### config.mk
export PLATFORM = sky130hd
export DESIGN_NAME = dcache_assoc_flat
export DESIGN_NICKNAME = d
export VERILOG_FILES = /design/src/rtl/dcache_assoc_if.sv /design/src/rtl/dcache_assoc.sv /design/src/flat_wrapper.sv
export SDC_FILE = /design/constraint.sdc
export NUM_CORES = 2
export LEC_CHECK = 0
export CAP_MARGIN = 10
export CORE_MARGIN = 2
export CORE_UTILIZATION = 50
export CTS_CLUSTER_DIAMETER = 30
export DETAILED_ROUTE_END_ITERATION = 16
export PLACE_DENSITY = 0.71
export SYNTH_ARGS = -nofsm -noshare
export SYNTH_HDL_FRONTEND = slang
export SYNTH_SLANG_ARGS = --single-unit
### constraint.sdc
create_clock -name clk -period 3.7 [get_ports clk]
set_input_delay 0.925 -clock clk [delete_from_list [all_inputs] [get_ports clk]]
set_output_delay 0.925 -clock clk [all_outputs]
set_load 0.005 [all_outputs]
### src/rtl/dcache_assoc_if.sv
// CPU-side and memory-side bus bundle for dcache_assoc.
// slave = the cache, master = the pipeline/memory side.
interface dcache_assoc_if #(
  parameter int ADDR_W = 32
);
  logic              cpu_req;
  logic              cpu_we;
  logic [ADDR_W-1:0] cpu_addr;
  logic [31:0]       cpu_wdata;
  logic [2:0]        func3;
  logic [31:0]       cpu_rdata;
  logic              cpu_ready;
  logic              hit;
  logic              misalign;
  logic              busy;
  logic              mem_req;
  logic              mem_we;
  logic [ADDR_W-1:0] mem_addr;
  logic [31:0]       mem_wdata;
  logic [31:0]       mem_rdata;
  logic              mem_ready;

  modport slave (
    input  cpu_req, cpu_we, cpu_addr,
    input  cpu_wdata, func3,
    output cpu_rdata, cpu_ready, hit,
    output misalign, busy,
    output mem_req, mem_we, mem_addr,
    output mem_wdata,
    input  mem_rdata, mem_ready
  );

  modport master (
    output cpu_req, cpu_we, cpu_addr,
    output cpu_wdata, func3,
    input  cpu_rdata, cpu_ready, hit,
    input  misalign, busy,
    input  mem_req, mem_we, mem_addr,
    input  mem_wdata,
    output mem_rdata, mem_ready
  );
endinterface

### src/rtl/dcache_assoc.sv
// N-way set-associative write-back/write-allocate D-cache, true LRU.
// Define CACHE_STATS_EN to add hit_count/miss_count outputs.
module dcache_assoc #(
  parameter int SETS   = 4,
  parameter int WAYS   = 2,
  parameter int ADDR_W = 32
) (
  input  logic         clk,
  input  logic         reset_n,
  dcache_assoc_if.slave bus
`ifdef CACHE_STATS_EN
  ,
  output logic [31:0]  hit_count,
  output logic [31:0]  miss_count
`endif
);

  localparam int IW = $clog2(SETS);
  localparam int TW = ADDR_W - 2 - IW;
  localparam int AW = $clog2(WAYS);

  typedef enum logic [1:0] {
    S_IDLE,
    S_WB,
    S_FILL,
    S_RESP
  } state_t;

  state_t state_q, state_d;

  logic          valid_q [SETS][WAYS];
  logic          dirty_q [SETS][WAYS];
  logic [TW-1:0] tag_q   [SETS][WAYS];
  logic [31:0]   data_q  [SETS][WAYS];
  logic [AW-1:0] age_q   [SETS][WAYS];

  logic [ADDR_W-1:0] addr_q, addr_d;
  logic              we_q, we_d;
  logic [31:0]       wdata_q, wdata_d;
  logic [2:0]        f3_q, f3_d;
  logic [AW-1:0]     vic_q, vic_d;
  logic [31:0]       rdata_q, rdata_d;
  logic              hit_q, hit_d;
  logic              mis_q, mis_d;

  logic [IW-1:0] in_idx, rq_idx;
  logic [TW-1:0] in_tag, rq_tag;
  logic [1:0]    in_off;

  assign in_idx = bus.cpu_addr[IW+1:2];
  assign in_tag = bus.cpu_addr[ADDR_W-1:IW+2];
  assign in_off = bus.cpu_addr[1:0];
  assign rq_idx = addr_q[IW+1:2];
  assign rq_tag = addr_q[ADDR_W-1:IW+2];

  function automatic logic illegal(
    input logic       we,
    input logic [2:0] f3,
    input logic [1:0] off
  );
    logic bad;
    case (f3)
      3'b000:  bad = 1'b0;
      3'b001:  bad = off[0];
      3'b010:  bad = |off;
      3'b100:  bad = we;
      3'b101:  bad = we | off[0];
      default: bad = 1'b1;
    endcase
    return bad;
  endfunction

  function automatic logic [31:0] load_ext(
    input logic [31:0] w,
    input logic [2:0]  f3,
    input logic [1:0]  off
  );
    logic [7:0]  b;
    logic [15:0] h;
    logic [31:0] r;
    b = w[{off, 3'b000} +: 8];
    h = off[1] ? w[31:16] : w[15:0];
    case (f3)
      3'b000:  r = {{24{b[7]}}, b};
      3'b100:  r = {24'h0, b};
      3'b001:  r = {{16{h[15]}}, h};
      3'b101:  r = {16'h0, h};
      default: r = w;
    endcase
    return r;
  endfunction

  function automatic logic [31:0] merge(
    input logic [31:0] w,
    input logic [31:0] wd,
    input logic [2:0]  f3,
    input logic [1:0]  off
  );
    logic [31:0] r;
    r = w;
    case (f3)
      3'b000:  r[{off, 3'b000} +: 8] = wd[7:0];
      3'b001: begin
        if (off[1]) r[31:16] = wd[15:0];
        else        r[15:0]  = wd[15:0];
      end
      default: r = wd;
    endcase
    return r;
  endfunction

  logic          hit_any;
  logic [AW-1:0] hit_way;
  logic [AW-1:0] vic_way;
  logic          vic_free;
  logic [31:0]   hit_line;

  // Victim: lowest-index invalid way, else the oldest way.
  always_comb begin
    hit_any  = 1'b0;
    hit_way  = '0;
    vic_way  = '0;
    vic_free = 1'b0;
    for (int w = 0; w < WAYS; w++) begin
      if (valid_q[in_idx][w] &&
          tag_q[in_idx][w] == in_tag) begin
        hit_any = 1'b1;
        hit_way = AW'(w);
      end
    end
    for (int w = WAYS - 1; w >= 0; w--) begin
      if (!valid_q[in_idx][w]) begin
        vic_way  = AW'(w);
        vic_free = 1'b1;
      end
    end
    if (!vic_free) begin
      for (int w = 0; w < WAYS; w++) begin
        if (age_q[in_idx][w] == AW'(WAYS - 1))
          vic_way = AW'(w);
      end
    end
    hit_line = data_q[in_idx][hit_way];
  end

  logic          upd, upd_wr, upd_dirty;
  logic [IW-1:0] upd_set;
  logic [AW-1:0] upd_way;
  logic [TW-1:0] upd_tag;
  logic [31:0]   upd_data;

  always_comb begin
    state_d   = state_q;
    addr_d    = addr_q;
    we_d      = we_q;
    wdata_d   = wdata_q;
    f3_d      = f3_q;
    vic_d     = vic_q;
    rdata_d   = rdata_q;
    hit_d     = hit_q;
    mis_d     = mis_q;
    upd       = 1'b0;
    upd_wr    = 1'b0;
    upd_dirty = 1'b0;
    upd_set   = in_idx;
    upd_way   = hit_way;
    upd_tag   = in_tag;
    upd_data  = 32'h0;
    case (state_q)
      S_IDLE: begin
        if (bus.cpu_req) begin
          addr_d  = bus.cpu_addr;
          we_d    = bus.cpu_we;
          wdata_d = bus.cpu_wdata;
          f3_d    = bus.func3;
          hit_d   = 1'b0;
          mis_d   = 1'b0;
          rdata_d = 32'h0;
          if (illegal(bus.cpu_we, bus.func3, in_off)) begin
            mis_d   = 1'b1;
            state_d = S_RESP;
          end else if (hit_any) begin
            hit_d   = 1'b1;
            upd     = 1'b1;
            state_d = S_RESP;
            if (bus.cpu_we) begin
              upd_wr    = 1'b1;
              upd_dirty = 1'b1;
              upd_data  = merge(hit_line, bus.cpu_wdata,
                                bus.func3, in_off);
            end else begin
              rdata_d = load_ext(hit_line, bus.func3, in_off);
            end
          end else begin
            vic_d = vic_way;
            if (valid_q[in_idx][vic_way] &&
                dirty_q[in_idx][vic_way])
              state_d = S_WB;
            else
              state_d = S_FILL;
          end
        end
      end
      S_WB: begin
        if (bus.mem_ready) state_d = S_FILL;
      end
      S_FILL: begin
        if (bus.mem_ready) begin
          upd       = 1'b1;
          upd_wr    = 1'b1;
          upd_set   = rq_idx;
          upd_way   = vic_q;
          upd_tag   = rq_tag;
          upd_dirty = we_q;
          if (we_q) begin
            upd_data = merge(bus.mem_rdata, wdata_q,
                             f3_q, addr_q[1:0]);
          end else begin
            upd_data = bus.mem_rdata;
            rdata_d  = load_ext(bus.mem_rdata, f3_q,
                                addr_q[1:0]);
          end
          state_d = S_RESP;
        end
      end
      S_RESP:  state_d = S_IDLE;
      default: state_d = S_IDLE;
    endcase
  end

  always_ff @(posedge clk or negedge reset_n) begin
    if (!reset_n) begin
      state_q <= S_IDLE;
      addr_q  <= '0;
      we_q    <= 1'b0;
      wdata_q <= '0;
      f3_q    <= '0;
      vic_q   <= '0;
      rdata_q <= '0;
      hit_q   <= 1'b0;
      mis_q   <= 1'b0;
    end else begin
      state_q <= state_d;
      addr_q  <= addr_d;
      we_q    <= we_d;
      wdata_q <= wdata_d;
      f3_q    <= f3_d;
      vic_q   <= vic_d;
      rdata_q <= rdata_d;
      hit_q   <= hit_d;
      mis_q   <= mis_d;
    end
  end

  // Touched way becomes youngest; younger-than-it ways age by one.
  always_ff @(posedge clk or negedge reset_n) begin
    if (!reset_n) begin
      for (int s = 0; s < SETS; s++) begin
        for (int w = 0; w < WAYS; w++) begin
          valid_q[s][w] <= 1'b0;
          dirty_q[s][w] <= 1'b0;
          tag_q[s][w]   <= '0;
          data_q[s][w]  <= '0;
          age_q[s][w]   <= AW'(w);
        end
      end
    end else if (upd) begin
      for (int w = 0; w < WAYS; w++) begin
        if (AW'(w) == upd_way)
          age_q[upd_set][w] <= '0;
        else if (age_q[upd_set][w] <
                 age_q[upd_set][upd_way])
          age_q[upd_set][w] <= age_q[upd_set][w] + 1'b1;
      end
      if (upd_wr) begin
        valid_q[upd_set][upd_way] <= 1'b1;
        dirty_q[upd_set][upd_way] <= upd_dirty;
        tag_q[upd_set][upd_way]   <= upd_tag;
        data_q[upd_set][upd_way]  <= upd_data;
      end
    end
  end

  logic st_wb, st_fill, st_resp;

  assign st_wb   = state_q == S_WB;
  assign st_fill = state_q == S_FILL;
  assign st_resp = state_q == S_RESP;

  assign bus.cpu_ready = st_resp;
  assign bus.busy      = state_q != S_IDLE;
  assign bus.hit       = st_resp & hit_q;
  assign bus.misalign  = st_resp & mis_q;
  assign bus.cpu_rdata = st_resp ? rdata_q : 32'h0;
  assign bus.mem_req   = st_wb | st_fill;
  assign bus.mem_we    = st_wb;

  always_comb begin
    bus.mem_addr  = '0;
    bus.mem_wdata = 32'h0;
    unique case (1'b1)
      st_wb: begin
        bus.mem_addr  = {tag_q[rq_idx][vic_q], rq_idx, 2'b00};
        bus.mem_wdata = data_q[rq_idx][vic_q];
      end
      st_fill: bus.mem_addr = {addr_q[ADDR_W-1:2], 2'b00};
      default: ;
    endcase
  end

`ifdef CACHE_STATS_EN
  logic        acc_ok;
  logic [31:0] hcnt_q, mcnt_q;

  assign acc_ok = state_q == S_IDLE && bus.cpu_req &&
                  !illegal(bus.cpu_we, bus.func3, in_off);

  always_ff @(posedge clk or negedge reset_n) begin
    if (!reset_n) begin
      hcnt_q <= '0;
      mcnt_q <= '0;
    end else if (acc_ok) begin
      if (hit_any) hcnt_q <= hcnt_q + 32'd1;
      else         mcnt_q <= mcnt_q + 32'd1;
    end
  end

  assign hit_count  = hcnt_q;
  assign miss_count = mcnt_q;
`endif

endmodule

### src/flat_wrapper.sv
// flat-port wrapper written by rule: the top's interface ports become plain ports
module dcache_assoc_flat 
#(
  parameter int SETS   = 4,
  parameter int WAYS   = 2,
  parameter int ADDR_W = 32
)
  (clk, reset_n, bus_cpu_req, bus_cpu_we, bus_cpu_addr, bus_cpu_wdata, bus_func3, bus_cpu_rdata, bus_cpu_ready, bus_hit, bus_misalign, bus_busy, bus_mem_req, bus_mem_we, bus_mem_addr, bus_mem_wdata, bus_mem_rdata, bus_mem_ready);
  dcache_assoc_if #(.ADDR_W(ADDR_W)) bus_i ();
  input  logic clk;
  input  logic reset_n;
  input wire logic [$bits(bus_i.cpu_req)-1:0] bus_cpu_req;
  input wire logic [$bits(bus_i.cpu_we)-1:0] bus_cpu_we;
  input wire logic [$bits(bus_i.cpu_addr)-1:0] bus_cpu_addr;
  input wire logic [$bits(bus_i.cpu_wdata)-1:0] bus_cpu_wdata;
  input wire logic [$bits(bus_i.func3)-1:0] bus_func3;
  output wire logic [$bits(bus_i.cpu_rdata)-1:0] bus_cpu_rdata;
  output wire logic [$bits(bus_i.cpu_ready)-1:0] bus_cpu_ready;
  output wire logic [$bits(bus_i.hit)-1:0] bus_hit;
  output wire logic [$bits(bus_i.misalign)-1:0] bus_misalign;
  output wire logic [$bits(bus_i.busy)-1:0] bus_busy;
  output wire logic [$bits(bus_i.mem_req)-1:0] bus_mem_req;
  output wire logic [$bits(bus_i.mem_we)-1:0] bus_mem_we;
  output wire logic [$bits(bus_i.mem_addr)-1:0] bus_mem_addr;
  output wire logic [$bits(bus_i.mem_wdata)-1:0] bus_mem_wdata;
  input wire logic [$bits(bus_i.mem_rdata)-1:0] bus_mem_rdata;
  input wire logic [$bits(bus_i.mem_ready)-1:0] bus_mem_ready;
  assign bus_i.cpu_req = bus_cpu_req;
  assign bus_i.cpu_we = bus_cpu_we;
  assign bus_i.cpu_addr = bus_cpu_addr;
  assign bus_i.cpu_wdata = bus_cpu_wdata;
  assign bus_i.func3 = bus_func3;
  assign bus_cpu_rdata = bus_i.cpu_rdata;
  assign bus_cpu_ready = bus_i.cpu_ready;
  assign bus_hit = bus_i.hit;
  assign bus_misalign = bus_i.misalign;
  assign bus_busy = bus_i.busy;
  assign bus_mem_req = bus_i.mem_req;
  assign bus_mem_we = bus_i.mem_we;
  assign bus_mem_addr = bus_i.mem_addr;
  assign bus_mem_wdata = bus_i.mem_wdata;
  assign bus_i.mem_rdata = bus_mem_rdata;
  assign bus_i.mem_ready = bus_mem_ready;
  dcache_assoc #(.SETS(SETS), .WAYS(WAYS), .ADDR_W(ADDR_W)) u_core (.clk(clk), .reset_n(reset_n), .bus(bus_i));
endmodule
**Signal wires on met1**

The bar under the picture is 100 microns long.
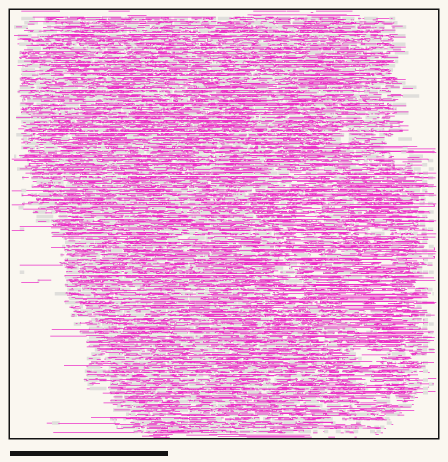
- share of all routed wire: 32%
- main direction: horizontal
- longest straight run: 101 microns

**Signal wires on met2**

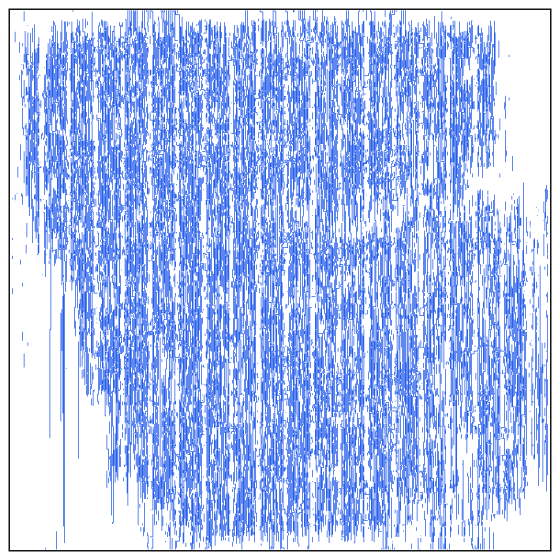
- nets with wire on the layer: 3,625
- longest straight run: 125 microns
Detailed Route WL: 177,000 microns
grt met2 use: 58.4%
vias: 36.0k

**Met3 routing**

The bar under the picture is 100 microns long.
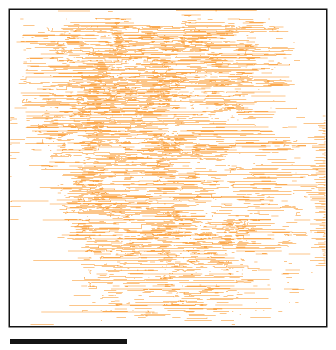
- wire length on this layer: 28.2 mm
- main direction: horizontal
- nets with wire on the layer: 1,195
- longest straight run: 137 microns
- share of all routed wire: 16%

==> results.txt <==
impl run done, here's what came out: MaxCap Viol Count 0, RSZ-0062 raised after global routing yes, fraction of registers with async set/reset 100%, Setup WS post-layout -0.626 ns, detailed placement HPWL 87,500 microns, pwr dens 870 nW/um^2, status complete, but fails checks, aoi/oai-family share of the synthesized area 13.5%, failing checks negative setup slack, Switching Fraction 39.6%, final setup fails 581, Hold Crit Class input port to asynchronous set/reset pin, placer congestion estimate 0.988, CTS max path bufs 3, Power Internal 27.6 mW, WL/cell 36.2 microns, area of the core 70,100 sq um, row cnt 97, final hold viol count 0, R2R cell count 15, Post-Synth Simple-Gate Area 9.16%, clk sinks 609, Finished Layout Cells 4,876, comb area leader multiplexers, Antenna Violating Nets Remaining 0, first-pass GRT wire length 215,000 microns, P_sw 18.1 mW, hold_ws 0.120 ns, H-tree depth 4, grt ovf 0, Synth Area per Inst 11.4 sq um, die height 271 microns, FMAX 231 MHz, First-pass DRT Iterations 9
**M4 wires**

The bar under the picture is 100 microns long.
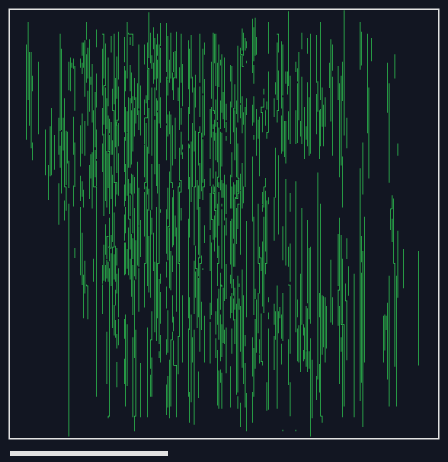
- main direction: vertical
- share of all routed wire: 10%
- longest straight run: 147 microns

**Clock nets**

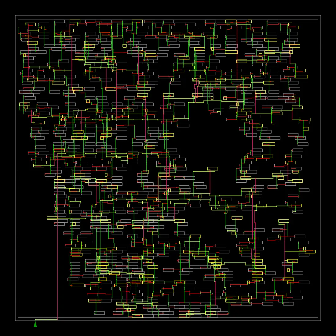
Worst-Skew Late Latency: 0.75 ns
Flops: 609
Final Skew: 0.0476 ns

critical path, cell delays in order:
cell       delay [ns]
clkbuf_16        0.14
buf_12           0.13
buf_6            0.10
mux4_2           0.51
xnor2_2          0.20
buf_4            0.15
nand4_1          0.11
or4_4            0.59
nor4_4           0.16
buf_4            0.19
o21ai_4          0.09
buf_6            0.14
o31ai_4          0.27
buf_12           0.18
buf_12           0.19
clkbuf_16        0.20
nor2_1           0.06
a21oi_1          0.51
cells in the mapped netlist, types with 50 or more instances:
library cell  instances  area (sq um)
a21oi_1             193           966
a22oi_1              65           488
and2_1               63           394
buf_2                50           250
clkbuf_1            147           552
dfrtp_1             605         15100
mux2_2              249          2800
mux2i_1             181          1810
mux4_2              239          5380
nand2_1             232           871
nor2_1              214           803
nor2b_1              74           463
o21ai_0             201          1010
o21ai_1              54           270
xnor2_1              55           482
layout make-up:
type                       count  area (sq um)
fill                        3883         17600
multi-input combinational   2219         21600
tap                          940          1180
clock inverter                82          1030
inverter                      42           158
sequential                   609         15300
clock buffer                 172          3800
timing repair buffer         808          9520
antenna                        4          10.0
state kept, by name, summed over array words and instances (netlist names):
name and cells:
u_core.state_q 2, u_core.we_q 1, u_core.addr_q 32, u_core.valid_q 8
u_core.data_q 256, u_core.hit_q 1, u_core.f3_q 3, u_core.rdata_q 32
u_core.vic_q 1, u_core.mis_q 1, u_core.age_q 8, u_core.tag_q 224
u_core.dirty_q 8, u_core.wdata_q 32
what timing repair did:
item,4_1_cts,5_1_grt
buffers inserted,95,58
resized,416,529
pin swaps,30,74
cloned,32,50
setup endpoints to repair,331,593
layer usage:
metal,GRT usage [%],wire (microns)
met5,0,98
met4,24.8,17800
met3,11.0,28200
met1,50.9,57100
met2,58.4,73500
per-stage QoR:
| stage | instance area [sq um] | setup TNS [ns] |
|---|---|---|
| after detailed placement | 41500 | -394.03 |
| after CTS | 49100 | -3.30 |
| after global placement | 41500 | -370.04 |
| after global routing | 52600 | -106.45 |
| after floorplan | 35700 | -116.76 |
| final | 52600 | -105.14 |
power by group through the flow:
stage          sequential (mW)  combinational [mW]  clock (mW)
5_1_grt                   12.1                21.3        13.2
2_1_floorplan             10.4                9.77           0
6_report                  12.1                20.8        12.9
3_5_place_dp              11.3                15.4           0
4_1_cts                   11.2                17.6        12.7
3_3_place_gp              11.1                15.0           0
worst min path at each step:
stage | from | endpoint | depth (start not counted) | slack, ns
6_report | reset_n | u_core.data_q[94]$_DFFE_PN0P_ | 1 | 0.12
2_1_floorplan | u_core.valid_q[2]$_DFFE_PN0P_ | u_core.valid_q[2]$_DFFE_PN0P_ | 1 | 0.43
5_1_grt | reset_n | u_core.data_q[73]$_DFFE_PN0P_ | 1 | 0.13
4_1_cts | reset_n | u_core.data_q[73]$_DFFE_PN0P_ | 1 | 0.1
3_3_place_gp | u_core.valid_q[1]$_DFFE_PN0P_ | u_core.valid_q[1]$_DFFE_PN0P_ | 1 | 0.45
3_5_place_dp | u_core.valid_q[2]$_DFFE_PN0P_ | u_core.valid_q[2]$_DFFE_PN0P_ | 1 | 0.45
Power and IR drop assume default switching activity.
